File: src/rtl/alu_control_pipe.sv
// Registered ALU control decoder for the ID/EX boundary, with a latency
// sequencer that stalls the pipeline while a MULT or DIV occupies EX.
module alu_control_pipe #(
    parameter int unsigned MULT_LAT = 4,
    parameter int unsigned DIV_LAT  = 8,
    parameter bit          MC_EN    = 1'b1
) (
    input  logic       clk,
    input  logic       rst_n,
    input  logic       in_valid,
    input  logic       stall,
    input  logic       flush,
    input  logic [1:0] alu_op,
    input  logic [5:0] funct,
    output logic       out_valid,
    output logic [3:0] alu_ctrl,
    output logic       illegal,
    output logic       mc_busy,
    output logic       stall_req,
    output logic       mc_done
);

    localparam logic [3:0] CTRL_MULT   = 4'b0101;
    localparam logic [3:0] CTRL_DIV    = 4'b1011;
    localparam logic [7:0] MULT_CNT    = 8'(MULT_LAT - 1);
    localparam logic [7:0] DIV_CNT     = 8'(DIV_LAT - 1);
    localparam bit         MULT_SINGLE = (MULT_LAT <= 1);
    localparam bit         DIV_SINGLE  = (DIV_LAT <= 1);

    typedef enum logic {IDLE, BUSY} state_t;

    state_t     state_reg, state_next;
    logic [7:0] cnt_reg, cnt_next;
    logic       out_valid_reg, out_valid_next;
    logic [3:0] alu_ctrl_reg, alu_ctrl_next;
    logic       illegal_reg, illegal_next;
    logic       mc_done_reg, mc_done_next;

    logic [3:0] dec_ctrl;
    logic       dec_undef;
    logic       mc_start;
    logic       mc_is_div;

    always_comb begin
        dec_ctrl  = 4'b0000;
        dec_undef = 1'b0;
        case (alu_op)
            2'b00: dec_ctrl = 4'b0010;
            2'b01: dec_ctrl = 4'b0110;
            2'b11: dec_ctrl = 4'b0000;
            default: begin
                case (funct)
                    6'b100100: dec_ctrl = 4'b0000;
                    6'b100101: dec_ctrl = 4'b0001;
                    6'b100000: dec_ctrl = 4'b0010;
                    6'b100010: dec_ctrl = 4'b0110;
                    6'b100110: dec_ctrl = 4'b0100;
                    6'b011000: dec_ctrl = CTRL_MULT;
                    6'b101010: dec_ctrl = 4'b0111;
                    6'b000000: dec_ctrl = 4'b1000;
                    6'b000010: dec_ctrl = 4'b1001;
                    6'b000011: dec_ctrl = 4'b1010;
                    6'b011010: dec_ctrl = CTRL_DIV;
                    6'b100111: dec_ctrl = 4'b1100;
                    default:   dec_undef = 1'b1;
                endcase
            end
        endcase
    end

    // Only the ALUOp=10 table can produce the MULT/DIV codes, so the code alone
    // identifies a multi-cycle op; undefined functs decode to 0000 and never start.
    assign mc_is_div = (dec_ctrl == CTRL_DIV);
    assign mc_start  = in_valid && MC_EN && !dec_undef &&
                       ((dec_ctrl == CTRL_MULT) || mc_is_div);

    always_comb begin
        state_next     = state_reg;
        cnt_next       = cnt_reg;
        out_valid_next = out_valid_reg;
        alu_ctrl_next  = alu_ctrl_reg;
        illegal_next   = illegal_reg;
        mc_done_next   = 1'b0;
        if (flush) begin
            state_next     = IDLE;
            cnt_next       = 8'd0;
            out_valid_next = 1'b0;
            alu_ctrl_next  = 4'b0000;
            illegal_next   = 1'b0;
        end else if (state_reg == BUSY) begin
            // Counter keeps running regardless of the stall input.
            cnt_next = cnt_reg - 8'd1;
            if (cnt_reg == 8'd1) begin
                state_next   = IDLE;
                mc_done_next = 1'b1;
            end
        end else if (!stall) begin
            out_valid_next = in_valid;
            alu_ctrl_next  = in_valid ? dec_ctrl : 4'b0000;
            illegal_next   = in_valid & dec_undef;
            if (mc_start) begin
                if (mc_is_div ? DIV_SINGLE : MULT_SINGLE) begin
                    mc_done_next = 1'b1;
                end else begin
                    state_next = BUSY;
                    cnt_next   = mc_is_div ? DIV_CNT : MULT_CNT;
                end
            end
        end
    end

    always_ff @(posedge clk or negedge rst_n) begin
        if (!rst_n) begin
            state_reg     <= IDLE;
            cnt_reg       <= 8'd0;
            out_valid_reg <= 1'b0;
            alu_ctrl_reg  <= 4'b0000;
            illegal_reg   <= 1'b0;
            mc_done_reg   <= 1'b0;
        end else begin
            state_reg     <= state_next;
            cnt_reg       <= cnt_next;
            out_valid_reg <= out_valid_next;
            alu_ctrl_reg  <= alu_ctrl_next;
            illegal_reg   <= illegal_next;
            mc_done_reg   <= mc_done_next;
        end
    end

    assign out_valid = out_valid_reg;
    assign alu_ctrl  = alu_ctrl_reg;
    assign illegal   = illegal_reg;
    assign mc_done   = mc_done_reg;
    assign mc_busy   = (state_reg == BUSY);
    assign stall_req = mc_busy;

endmodule

File: config.mk
export PLATFORM = sky130hd
export DESIGN_NAME = alu_control_pipe
export DESIGN_NICKNAME = d
export VERILOG_FILES = /design/src/rtl/alu_control_pipe.sv
export SDC_FILE = /design/constraint.sdc
export NUM_CORES = 1
export LEC_CHECK = 0
export ABC_CLOCK_PERIOD_IN_PS = 1700
export CAP_MARGIN = 20
export CORE_UTILIZATION = 30
export CTS_BUF_LIST = sky130_fd_sc_hd__clkbuf_2
export CTS_CLUSTER_SIZE = 28
export DETAILED_ROUTE_END_ITERATION = 12
export MAX_ROUTING_LAYER = met4
export PLACE_DENSITY = 0.62
export SETUP_SLACK_MARGIN = 0.1
export SLEW_MARGIN = 10
export SYNTH_ARGS = -nofsm -noshare
export SYNTH_HDL_FRONTEND = slang
export SYNTH_SLANG_ARGS = --single-unit
File: constraint.sdc
create_clock -name clk -period 1.7 [get_ports clk]
set_input_delay 0.34 -clock clk [delete_from_list [all_inputs] [get_ports clk]]
set_output_delay 0.34 -clock clk [all_outputs]
set_load 0.1 [all_outputs]
==> run_1/cell_classes.png <==
Bar = 20 um. Fill, decap, tap and diode cells in gray.
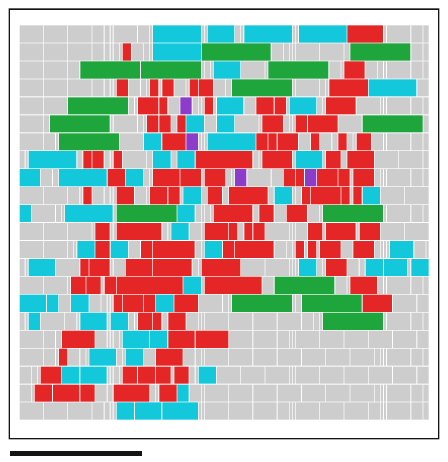
- green: flip-flops (cells 16; share of their area 21%)
- red: all other logic (cells 110; share of their area 48%)
- purple: clock drivers and dummy loads (cells 4; share of their area 1.0%)
- cyan: other buffers and delay cells (cells 55; share of their area 30%)

==> run_1/final_placement.png <==
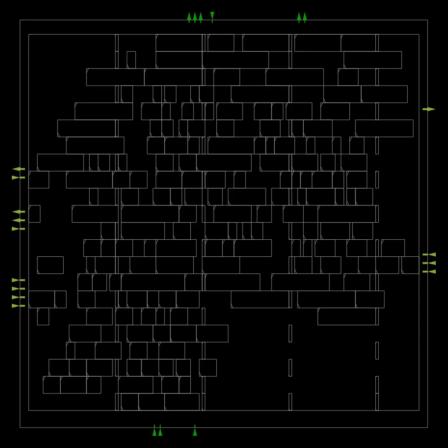
final core occ: 53.1%
Fillers: 358
registers: 16
cell row count: 22

==> run_1/met1.png <==
Supply wires on this layer in gray.
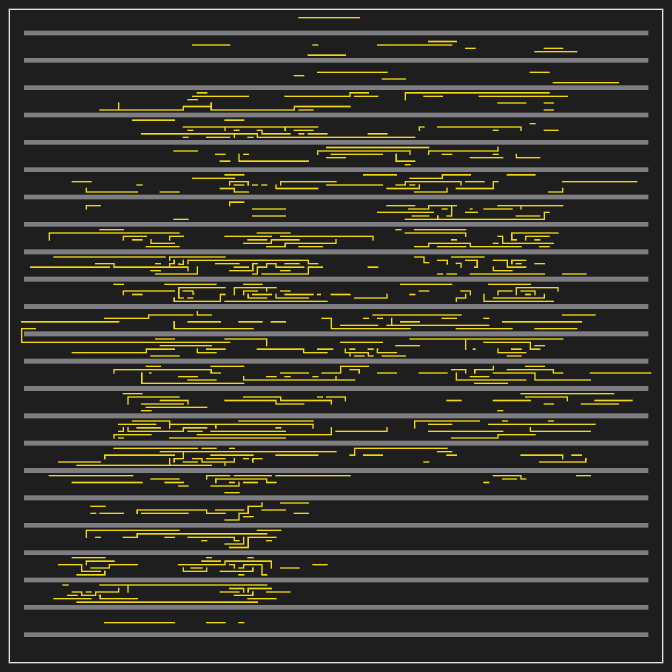
- longest straight run: 20.7 um
- nets with wire on the layer: 179

[run 1: placed cells by master, fill, tap and decap left out, types with 2 or more instances in the layout]
cell / synthesis / layout
o21a_1: 2 / 2
a21oi_4: 0 / 2
nand2_1: 12 / 12
clkdlybuf4s50_1: 0 / 2
nand4_1: 2 / 2
dfrtp_1: 16 / 15
a21oi_1: 8 / 6
nand3b_1: 2 / 2
nor3_1: 5 / 4
buf_4: 1 / 26
o31a_1: 2 / 2
a22oi_1: 2 / 2
buf_6: 1 / 11
clkbuf_2: 0 / 4
nand3_1: 5 / 4
or3b_2: 3 / 3
xnor2_1: 3 / 3
nor4b_4: 0 / 2
inv_1: 2 / 2
nor4b_2: 0 / 2
o22ai_1: 6 / 3
nand2b_1: 6 / 4
or3_4: 1 / 3
o22ai_2: 0 / 3
buf_12: 0 / 9
nor2b_1: 3 / 3
xor2_1: 2 / 2
buf_2: 2 / 4
nand2b_4: 0 / 2
ha_1: 2 / 2
nor3_4: 1 / 2
nor2_1: 11 / 10
[run 1: Yosys cell counts, types with 3 or more instances]
cell / instances
a21oi_1: 8
clkbuf_1: 6
dfrtp_1: 16
nand2_1: 12
nand2b_1: 6
nand3_1: 5
nor2_1: 11
nor2b_1: 3
nor3_1: 5
nor4b_1: 4
o22ai_1: 6
or3b_2: 3
xnor2_1: 3
[run 1: critical path, stage by stage]
cell and delay, ns:
buf_8 0.11, nor2b_1 0.14, nor4b_2 0.16, or3_4 0.41, and4b_1 0.23, o41ai_2 0.38, nor4bb_2 0.09
[run 1: final cells by class]
class	count	area, um2
Fill cell	358	1740
Multi-Input combinational cell	108	907
Timing Repair Buffer	55	574
Sequential cell	16	404
Tap cell	48	60.1
Clock buffer	4	20.0
Inverter	2	7.51
[run 1: per-layer routing]
layer	vias to the layer above	part of all wire (%)	wire length, um
met2	25	51	1740
li1	595	-	-
met4	0	1.5	52
met3	8	2.5	86
met5	-	0	0
met1	600	45	1560
[run 1: kinds of logic after synthesis]
kind of cell               after synthesis
and+or+nand+nor                         68
AOI/OAI and AO/OA                       32
DFF                                     16
buffers and inverters                   12
xor gates and xnor gates                 5
adders and majority gates                2
muxes                                    1
[run 1: through the flow]
stage	setup slack (ns)	utilization [%]	total power (uW)	hold slack, ns
final	0.0578	53.1	824	0.325
after global routing	0.00558	53.1	864	0.328
after CTS	0.0645	50.8	812	0.341
after detailed placement	-0.777	46.2	601	0.504
after global placement	-0.718	46.2	597	0.501
after floorplan	-0.0674	-	500	0.0444
[run 1: worst max-delay path by stage]
stage / from / endpoint / slack (ns)
after floorplan: funct[4] / cnt_reg[2] / -0.07
after global placement: funct[4] / cnt_reg[0] / -0.72
after detailed placement: funct[4] / cnt_reg[0] / -0.78
after CTS: mc_busy / cnt_reg[2] / 0.06
after global routing: mc_busy / cnt_reg[2] / 0.006
final: funct[1] / cnt_reg[2] / 0.06
[run 1: where the power goes]
group,internal (uW),switching [uW]
Clock,62.3,133
Sequential,385,4.39
Combinational,116,124
Total,563,261
[run 1: what timing repair did]
| item | in CTS | in global routing |
|---|---|---|
| buffers inserted | 7 | 2 |
| resized | 71 | 14 |
| endpoints found under the setup margin | 16 | 13 |
| pin swaps | 12 | 9 |
==> run summary, run 1 <==
impl run done, here's what came out: worst r2r path cells=5, reg2reg start=cnt_reg[3], Dominant cell area share=33.8%, crit path kind=in -> reg, tool warnings=30, drt first-iter violations=62, largest net degree at the start of global routing=17, status=complete, no violations, fmax=609 MHz, DR vias=1228, cts bufs inserted=3, Seq share, synth=33.8%, Post-route DRC=0, Clk pin slew, worst setup/hold paths=0.17 ns, Clock Sinks=16, ys cells=136, die width=64.8 um, I/O pin count=22, CTS root buf=clkbuf_2, top_reg_cell synth=dfrtp_1, leak pwr=0.000868 uW, vias in the first global route=1265, distinct lib cells=49, minimum clock period=1.64 ns, post-detailed-route count of antenna-violating nets=0, Setup Viol. Count Final=0, worst rel slew slack=78.0%, DRT Pass-1 Iters=4, XOR/XNOR Area Share=3.70%, number of buffers inserted by port buffering=21, Mean Syn Cell Area=8.71 um2, Final Cell Area=1970 um2, mux share=0.845%, hold buffer count at cts=0, R2R Setup Slk=0.06 ns, layout cell share with drive strength beyond 1=48.6%, Hold Crit Class=in -> async, H-tree depth=1, Largest register FFs=8, worst slew pin tran=0.330 ns, reg-to-reg critical path endpoint=cnt_reg[7], Critical Path RT=1.90 ns, first-pass GRT wire length=5.86 mm, Post-synth ARST share=100%, non-filler cells in the finished layout=233, Late-Pin Clk Latency=0.30 ns, HPWL Detailed=2.43 mm, clk_skew=0.00139 ns, total congestion overflow=0, Synth Cell Area=1180 um2, final tally of max-slew violations=0, comb area leader=simple AND/OR/NAND/NOR gates, Cells after Synth=136, RD Place Congestion=0.831, aoi/oai-family share of the synthesized area=19.4%, CTS tree=done
==> run_1/wire_density.png <==
The die is cut into 13 by 13 equal tiles; black is low, pale yellow is high, scaled to the fullest tile. Values are wire area over tile area, all layers added.
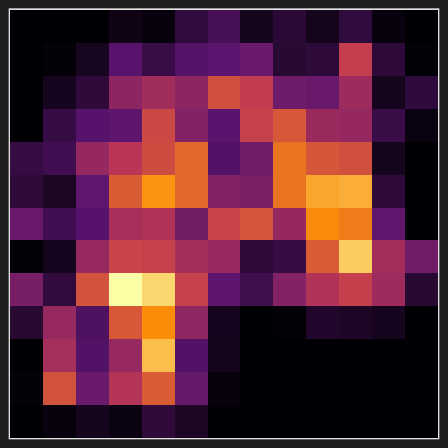

==> run 1 -> run 2 <==
--- a/config.mk
+++ b/config.mk
@@ -5,14 +5,14 @@
 export SDC_FILE = /design/constraint.sdc
 export NUM_CORES = 1
 export LEC_CHECK = 0
-export ABC_CLOCK_PERIOD_IN_PS = 1700
+export ABC_CLOCK_PERIOD_IN_PS = 1800
 export CAP_MARGIN = 20
 export CORE_UTILIZATION = 30
 export CTS_BUF_LIST = sky130_fd_sc_hd__clkbuf_2
 export CTS_CLUSTER_SIZE = 28
 export DETAILED_ROUTE_END_ITERATION = 12
 export MAX_ROUTING_LAYER = met4
-export PLACE_DENSITY = 0.62
+export PLACE_DENSITY = 0.6
 export SETUP_SLACK_MARGIN = 0.1
 export SLEW_MARGIN = 10
 export SYNTH_ARGS = -nofsm -noshare
==> constraint.sdc (replaced) <==
create_clock -name clk -period 1.8 [get_ports clk]
set_input_delay 0.36 -clock clk [delete_from_list [all_inputs] [get_ports clk]]
set_output_delay 0.36 -clock clk [all_outputs]
set_load 0.1 [all_outputs]
==> run_2/wire_density.png <==
The die is cut into 13 by 13 equal tiles; black is low, pale yellow is high, scaled to the fullest tile. Values are wire area over tile area, all layers added.
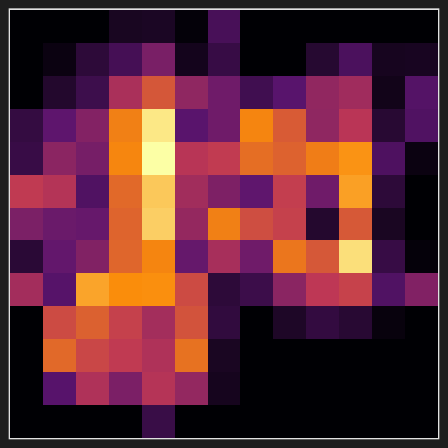
- tiles over half the peak: 25%
- densest ninth of the die: center
- mean over tiles: 0.11
- fullest tile: 0.39
wire per inst: 13.4 um
DR vias: 1167
final WL: 3.04 mm
Total GRT Usage: 15.6%

==> run summary, run 2 <==
impl run done, here's what came out: leak pwr=0.000798 uW (-8.1%), Dominant cell area share=33.8% (unchanged), CTS tree=done, post-detailed-route count of antenna-violating nets=0 (unchanged), combinational share of power=26.7% (-2.4 points), Late-Pin Clk Latency=0.30 ns (about the same), Top cells excl fill/tap=buf_4 (28), dfrtp_1 (15), nand2_1 (12), nor2_1 (10), buf_12 (9), Post-synth top cells=dfrtp_1 (16), nand2_1 (12), nor2_1 (11), a21oi_1 (8), tool warnings=29 (-3.3%), layout cell share with drive strength beyond 1=40.2% (-8.4 points), Cells after Synth=136 (unchanged), top_reg_cell synth=dfrtp_1, die width=64.8 um (unchanged), CP bufs+invs=1 (unchanged), Slowest cell on crit path=or4bb_4, CP delay by family, top=simple AND/OR/NAND/NOR gates, sequential share of power=49.2% (+2.0 points), worst r2r path cells=5 (unchanged), Clk pin slew, worst setup/hold paths=0.17 ns (about the same), HPWL Detailed=2.24 mm (-7.7%), vias in the first global route=1101 (-13%), reg2reg start=cnt_reg[3], comb area leader=simple AND/OR/NAND/NOR gates, H-tree depth=1 (unchanged), I/O pin count=22 (unchanged), XOR/XNOR Area Share=3.70% (unchanged), first-pass GRT wire length=4.95 mm (-15%), minimum clock period=1.67 ns, final tally of max-slew violations=0 (unchanged), crit-path max cell delay=0.56 ns (+0.15 ns), hold_ws=0.356 ns (+0.0310 ns), clock power share=24.1% (+0.4 points), min setup slack post-route=0.128 ns (+0.0703 ns), fmax=598 MHz, reg-to-reg critical path endpoint=cnt_reg[7], Top cell excl fill/tap=buf_4, count leader, synth=dfrtp_1, Int Pwr=514 uW (-8.7%), Largest register FFs=8 (unchanged), total congestion overflow=0 (unchanged), RD Place Congestion=0.870 (+4.6%), Post-route DRC=0 (unchanged), worst path cell trace=dlygate4sd2_1 > or4bb_4 > or3b_4 > o41ai_2 > nor4bb_1, Mean Syn Cell Area=8.71 um2 (unchanged), switching share of total power=31.1% (-0.57 points), ys cells=136 (unchanged), Hold Crit Class=in -> async, status=complete, no violations, Setup Viol. Count Final=0 (unchanged), cts bufs inserted=3 (unchanged)
==> run_2/final_placement.png <==
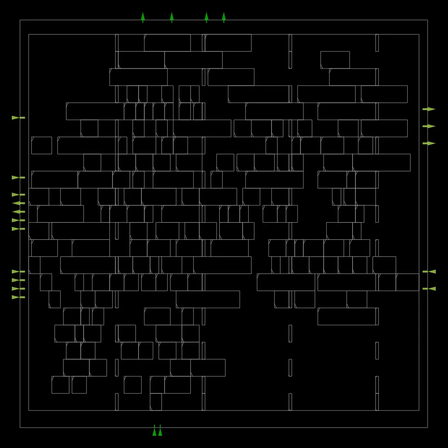
sequential fraction of total cell area: 22.2%
final core occ: 48.6%

-- run 2: cell types whose count changed in the layout (fill, tap and decap cells not counted), moves of 3 or more --
cell           change
buf_6              -9
o22ai_2            -3
o22ai_1            +3
dlygate4sd2_1      +3
-- run 2: cell families (layout without fill, tap and decap cells) --
| kind of cell | after synthesis | in the layout |
|---|---|---|
| buf+inv | 12 | 55 |
| compound gates | 32 | 32 |
| simple gates | 68 | 68 |
| flops | 16 | 16 |
| mux | 1 | 1 |
| xor+xnor | 5 | 5 |
| fa+ha+maj | 2 | 2 |
-- run 2: area by class of cell --
| cell class | instances | area, um2 |
|---|---|---|
| Clock buffer | 4 | 20.0 |
| Fill cell | 363 | 1910 |
| Inverter | 2 | 7.51 |
| Multi-Input combinational cell | 108 | 828 |
| Sequential cell | 16 | 402 |
| Tap cell | 48 | 60.1 |
| Timing Repair Buffer | 49 | 488 |
-- run 2: repair_timing --
item,CTS,global route
cloned,0,0
hold buffers,0,0
pin swaps,9,3
setup buffers,2,0
setup endpoints to repair,12,9
gates resized,43,8
-- run 2: power by group through the flow --
| stage | Combinational, uW | Sequential, uW | Clock [uW] |
|---|---|---|---|
| finish | 199 | 367 | 179 |
| global route | 213 | 368 | 199 |
| CTS | 196 | 367 | 187 |
| detailed placement | 190 | 374 | 0 |
| global placement | 186 | 374 | 0 |
| floorplan | 76.0 | 396 | 0 |
-- run 2: worst max path at each step --
stage	slack (ns)	from	to
after CTS	0.10	funct[3]	cnt_reg[1]
after floorplan	0.01	funct[4]	cnt_reg[2]
after global placement	-0.67	funct[3]	cnt_reg[0]
final	0.13	alu_op[0]	cnt_reg[2]
after detailed placement	-0.75	funct[3]	cnt_reg[1]
after global routing	0.07	funct[3]	cnt_reg[2]
-- run 2: through the flow --
stage          cells  setup TNS (ns)
6_report         227               0
5_1_grt          227               0
4_1_cts          227               0
2_1_floorplan    136               0
3_3_place_gp     221           -6.50
3_5_place_dp     221           -7.30
-- run 2: per-layer routing --
| layer | vias to the layer above | GRT usage, % | share of wire (%) |
|---|---|---|---|
| met3 | 2 | 3.70 | 3.2 |
| met2 | 18 | 27.6 | 49 |
| li1 | 583 | - | - |
| met5 | - | - | 0 |
| met4 | 0 | 2.50 | 0.26 |
| met1 | 564 | 18.2 | 48 |
No activity file was given, so power comes from the tool's default toggle rates.
